==> images/density.png <==
12 x 12 tiles, from white (low) to dark blue (high), 0 to 100% covered.
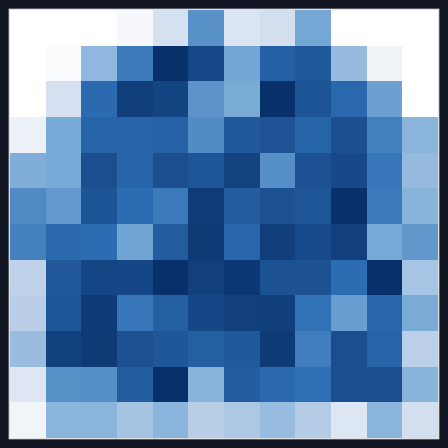
==> images/met2.png <==
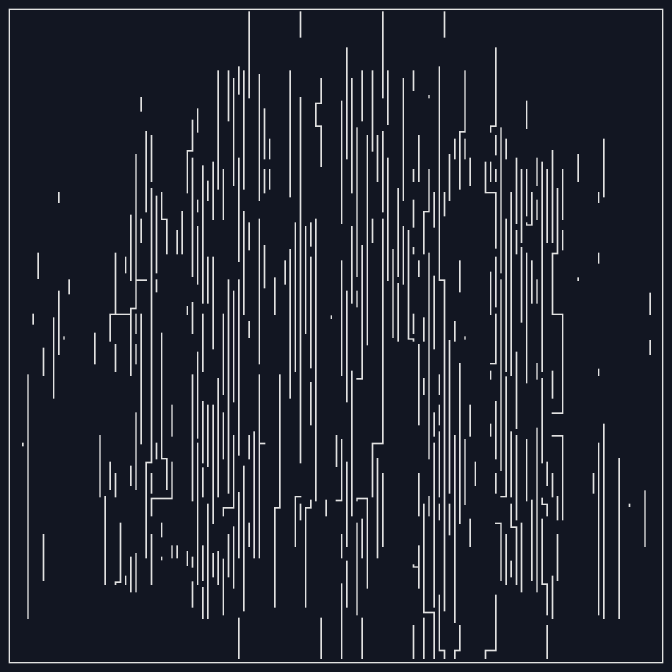
==> images/final_congestion.png <==
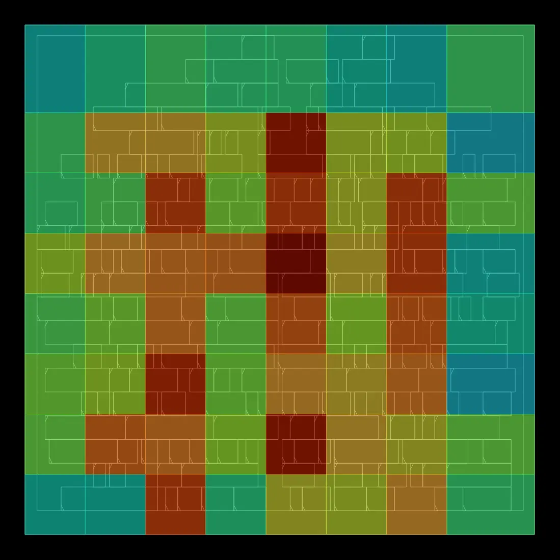
==> images/metal_stack.png <==
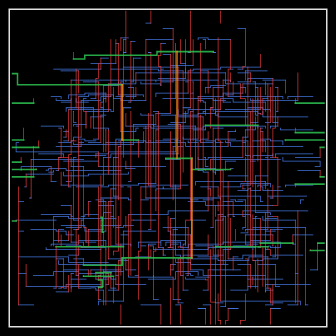
==> images/gate_families.png <==
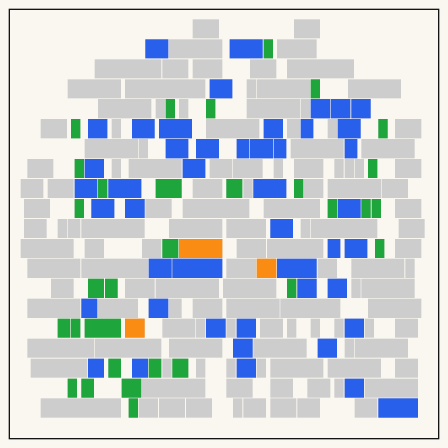
$ cat src/rtl/serial_adder.sv
// -----------------------------------------------------------------------------
// serial_adder
//   Bit-serial ripple adder. Adds two WIDTH-bit unsigned operands plus a
//   carry-in, LSB first, one bit per clock, using one full-adder cell and a
//   carry flip-flop. A start/busy/done handshake connects it to a controlling
//   FSM. The latency is WIDTH cycles from the accepted start edge to done.
//   Back-to-back operation gives one result every WIDTH+2 cycles.
//
// Parameters
//   WIDTH  operand/result width in bits (>= 2)
//
// Ports
//   clk    in   rising-edge clock
//   rst    in   synchronous active-high reset (aborts any addition in flight)
//   start  in   request, sampled only while idle
//   a, b   in   operands, captured on the accepted start edge
//   cin    in   carry-in, captured on the accepted start edge
//   busy   out  high while bits are being processed
//   done   out  one-cycle pulse; sum/cout are valid from here on
//   sum    out  (a+b+cin) mod 2^WIDTH, held until the next accepted start
//   cout   out  carry out of bit WIDTH-1, held with sum
//   ovf    out  signed two's-complement overflow (only when the
//               SERIAL_ADDER_OVF_EN macro is defined)
// -----------------------------------------------------------------------------
module serial_adder #(
  parameter int WIDTH = 8
) (
  input  logic             clk,
  input  logic             rst,
  input  logic             start,
  input  logic [WIDTH-1:0] a,
  input  logic [WIDTH-1:0] b,
  input  logic             cin,
  output logic             busy,
  output logic             done,
  output logic [WIDTH-1:0] sum,
  output logic             cout
`ifdef SERIAL_ADDER_OVF_EN
  ,
  output logic             ovf
`endif
);

  localparam int CNT_W = $clog2(WIDTH);
  localparam logic [CNT_W-1:0] LAST_BIT = CNT_W'(WIDTH - 1);

  typedef enum logic [1:0] {
    S_IDLE,
    S_SHIFT,
    S_DONE
  } state_t;

  state_t           state;
  logic [WIDTH-1:0] a_sr;
  logic [WIDTH-1:0] b_sr;
  logic             c;
  logic [CNT_W-1:0] cnt;

  logic             s_bit;
  logic             c_nxt;

  function automatic logic fa_sum(input logic x, input logic y, input logic ci);
    return x ^ y ^ ci;
  endfunction

  function automatic logic fa_carry(input logic x, input logic y, input logic ci);
    return (x & y) | (x & ci) | (y & ci);
  endfunction

  // The single full-adder cell works on the current LSBs of the shift registers.
  always_comb begin
    s_bit = fa_sum(a_sr[0], b_sr[0], c);
    c_nxt = fa_carry(a_sr[0], b_sr[0], c);
  end

  always_ff @(posedge clk) begin
    if (rst) begin
      state <= S_IDLE;
      busy  <= 1'b0;
      done  <= 1'b0;
      sum   <= '0;
      cout  <= 1'b0;
      a_sr  <= '0;
      b_sr  <= '0;
      c     <= 1'b0;
      cnt   <= '0;
`ifdef SERIAL_ADDER_OVF_EN
      ovf   <= 1'b0;
`endif
    end else begin
      case (state)
        S_IDLE: begin
          done <= 1'b0;
          if (start) begin
            a_sr  <= a;
            b_sr  <= b;
            c     <= cin;
            cnt   <= '0;
            sum   <= '0;
            cout  <= 1'b0;
`ifdef SERIAL_ADDER_OVF_EN
            ovf   <= 1'b0;
`endif
            busy  <= 1'b1;
            state <= S_SHIFT;
          end
        end

        S_SHIFT: begin
          // Result bits enter at the MSB so that after WIDTH shifts the
          // first (LSB) result bit has reached position 0.
          sum  <= {s_bit, sum[WIDTH-1:1]};
          c    <= c_nxt;
          a_sr <= a_sr >> 1;
          b_sr <= b_sr >> 1;
          if (cnt == LAST_BIT) begin
            cout  <= c_nxt;
`ifdef SERIAL_ADDER_OVF_EN
            // c is the carry into the MSB, c_nxt the carry out of it.
            ovf   <= c ^ c_nxt;
`endif
            busy  <= 1'b0;
            done  <= 1'b1;
            state <= S_DONE;
          end else begin
            cnt <= cnt + 1'b1;
          end
        end

        S_DONE: begin
          done  <= 1'b0;
          state <= S_IDLE;
        end

        default: begin
          busy  <= 1'b0;
          done  <= 1'b0;
          state <= S_IDLE;
        end
      endcase
    end
  end

endmodule

$ cat config.mk
export PLATFORM = sky130hd
export DESIGN_NAME = serial_adder
export DESIGN_NICKNAME = d
export VERILOG_FILES = /design/src/rtl/serial_adder.sv
export SDC_FILE = /design/constraint.sdc
export NUM_CORES = 1
export LEC_CHECK = 0
export CAP_MARGIN = 20
export CORE_UTILIZATION = 44
export CTS_BUF_LIST = sky130_fd_sc_hd__clkbuf_16
export CTS_CLUSTER_DIAMETER = 30
export DETAILED_ROUTE_END_ITERATION = 8
export GPL_TIMING_DRIVEN = 0
export HOLD_SLACK_MARGIN = 0.15
export PLACE_DENSITY = 0.85
export SLEW_MARGIN = 20
export SYNTH_ARGS = -nofsm -noshare
export SYNTH_HDL_FRONTEND = slang
export SYNTH_SLANG_ARGS = --single-unit
$ cat constraint.sdc
create_clock -name clk -period 1.2 [get_ports clk]
set_input_delay 0.12 -clock clk [delete_from_list [all_inputs] [get_ports clk]]
set_output_delay 0.12 -clock clk [all_outputs]
set_load 0.02 [all_outputs]
==> summary.txt <==
yosys + openroad results -> status complete, but fails checks, failing checks negative setup slack, final instance area 2173 sq um, final hold slack 177.3 ps, OpenROAD warnings 30, skew final 4.170 ps, CTS tree done, CTS max path bufs 2, Placer Congestion 0.7609, total grt overflow 0, Gate Count Post-Synth 162, final worst setup slack -58.99 ps, nets 227, Top logic family AND-OR/OR-AND gates, Die H 58.34 microns, initial antenna violation count 0, Vias/cell 5.379, Synth area leaders dfxtp_1 (47%), a211oi_1 (6.5%), nor2_1 (6.5%), a21oi_1 (5.7%), nand2_1 (5.1%), Reg clk slew, reported paths 50 ps, Internal 2571 uW, Setup crit end kind register, logic area 805.8 sq um, Max-Slew Margin vs Limit 64.80%, r2r worst-path depth 4, Synth Warn # 0, Crit Path Class register to register, unrepaired setup endpoints after global routing yes, drt drc 0, Least-Margin Pin Slew 528.0 ps, antenna-violating nets left 0, post-synth top area cell dfxtp_1, Mapped Area 1396 sq um, worst reg2reg startpoint c$_SDFFE_PP0P_, Syn Area/Cell 8.619 sq um, Pre-Place Util 46.12%, port bufs 29, Pwr per Cell Area 1523 nW/um^2, r2r setup slk -60 ps, vias in the first global route 1227, ao+oa area frac 23.84%, antenna fix cells 0, share of cells above drive strength 1 28.92%, sequential element share of the synthesized area 47.31%, post-synth cell types 27, Leak 0.0008669 uW, Syn Nets 186, final setup vio count 4, top-count cell post-synth dfxtp_1, Post-Place Cells 235, hold path depth 2, DRT iter0 DRCs 71, min-delay worst type primary input to register, DRT Pass-1 Iters 4, io pins 31, CP max stage delay 570 ps, Overall Power 3310 uW, Synthesized registers 33, Critical Path RT 1360 ps, yosys adder share 4.122%, Post-synth EDFFs 0, CP max-delay cell fa_2, yosys xor share 0%, row cnt 20, largest net degree at the start of global routing 12, critical path, cell by cell inv_2, fa_2, a2bb2oi_2, nor2_1, max-cap violations 0, CTS buffer count 5, crit start category register, Logic pwr share 13.7%, htree depth 2, Critical Path AT 1420 ps, Worst R2R End sum[7]$_SDFFE_PP0P_, first-pass GRT wire length 5416 microns, ys async rst share 0%, # Cells Yosys 162
-- density.png (at the start) --
tiles over 75% full: 49%
mean over tiles: 62%
fullest tile: 100%
nearly empty tiles: 6.9%

-- met2.png (at the start) --
nets with wire on the layer: 190
wire length on this layer: 1820 microns
share of all routed wire: 50%
longest straight run: 32.6 microns
main direction: vertical
Post-Route WL: 3640 microns
DR vias: 1334

-- final_congestion.png (at the start) --
Top Usage Layer GRT: met2
Layout Utilization: 71.78%

-- metal_stack.png (at the start) --
legend:
  blue:
    layer: met1
    wire_length: 1590 microns
  red:
    layer: met2
    wire_length: 1820 microns
  orange:
    layer: met4
    wire_length: 48.3 microns
  green:
    layer: met3
    wire_length: 187 microns
routed len/inst: 14.68 microns
Total GRT Usage: 21.65%

-- gate_families.png (at the start) --
legend:
  green:
    family: NAND gates
    cells: 31
    most_used: nand2_1
    where: all over the die
  blue:
    family: inverting AOI/OAI gates
    cells: 46
    most_used: a21oi_2
  orange:
    family: AND-OR and OR-AND gates
    cells: 3
dominant logic cell type in the layout: dfxtp_1
post-layout instance count excluding filler cells: 248
fraction of area in multi-input gates: 37.08%

routing by layer:
layer  wire length (microns)  up-vias  global-route usage, %
met5                       0        -                      0
met4                      48        0                  8.503
met3                     186        7                  7.253
met2                    1816       38                  34.98
met1                    1589      631                  26.73
li1                        -      658                      -
timing repair:
item	CTS	global route
setup endpoints to repair	37	30
pin swaps	6	10
hold buffers	0	0
resized	30	39
setup buffers	3	2
placed cells by master, fill, tap and decap left out, types with 2 or more instances in the layout:
cell type | netlist | routed
a211oi_1 | 12 | 8
a211oi_2 | 0 | 4
a21oi_1 | 16 | 5
a21oi_2 | 0 | 11
a221oi_1 | 3 | 2
a22oi_1 | 9 | 9
a31oi_1 | 3 | 3
buf_4 | 5 | 4
buf_6 | 0 | 7
buf_8 | 0 | 2
bufinv_16 | 0 | 2
clkbuf_1 | 4 | 3
clkbuf_16 | 0 | 5
clkdlybuf4s50_1 | 0 | 18
dfxtp_1 | 33 | 27
dfxtp_2 | 0 | 3
dfxtp_4 | 0 | 3
dlygate4sd2_1 | 0 | 11
ha_4 | 0 | 2
inv_2 | 0 | 2
nand2_1 | 19 | 19
nand2b_1 | 5 | 4
nand3_1 | 6 | 5
nor2_1 | 24 | 23
registers in the layout (all words and copies together) (netlist names):
name   cells
a_sr       8
b_sr       8
busy       1
c          1
cnt        3
cout       1
done       1
state      2
sum        8
power groups by stage:
stage / Sequential [uW] / Clock (uW) / Combinational (uW)
finish: 1210 / 1650 / 452
global route: 1210 / 1710 / 489
CTS: 1200 / 1660 / 375
floorplan: 1220 / 0 / 211
detailed placement: 1220 / 0 / 351
global placement: 1220 / 0 / 344
worst max-delay path by stage:
stage / from / end / slack, ps
global route: c$_SDFFE_PP0P_ / sum[7]$_SDFFE_PP0P_ / -100
floorplan: c$_SDFFE_PP0P_ / c$_SDFFE_PP0P_ / -20
detailed placement: start / b_sr[5]$_SDFFE_PP0P_ / -270
CTS: state[1]$_SDFFE_PP0P_ / b_sr[5]$_SDFFE_PP0P_ / -30
finish: c$_SDFFE_PP0P_ / sum[7]$_SDFFE_PP0P_ / -60
global placement: start / b_sr[5]$_SDFFE_PP0P_ / -220
kinds of logic after synthesis:
| kind of cell | after synthesis |
|---|---|
| flip-flops | 33 |
| adder cells (fa/ha/maj) | 4 |
| buffers and inverters | 16 |
| AND-OR/OR-AND | 49 |
| AND/OR/NAND/NOR | 60 |
through the flow:
| step | setup slack (ps) | TNS, ps | util, % |
|---|---|---|---|
| after floorplan | -19.23 | -23.04 | - |
| after global placement | -216.1 | -4562 | 57.69 |
| after detailed placement | -268.0 | -5199 | 57.69 |
| after CTS | -26.14 | -58.83 | 66.24 |
| after global routing | -104.1 | -381.7 | 71.78 |
| final | -58.99 | -137.1 | 71.78 |
layout make-up:
cell class	instances	share of cell area (%)
Sequential cell	33	31.09
Tap cell	44	2.533
Inverter	3	0.5181
Clock inverter	3	2.994
Timing Repair Buffer	34	14.62
Multi-Input combinational cell	113	37.08
Buffer	13	5.412
Clock buffer	5	5.757
worst max-delay path, delay by kind of cell (launching register included):
kind	cells	cell delay [ps]
flops	1	330
fa+ha+maj	1	570
buf+inv	1	40
simple gates	1	50
compound gates	1	150
Power and IR drop assume default switching activity.
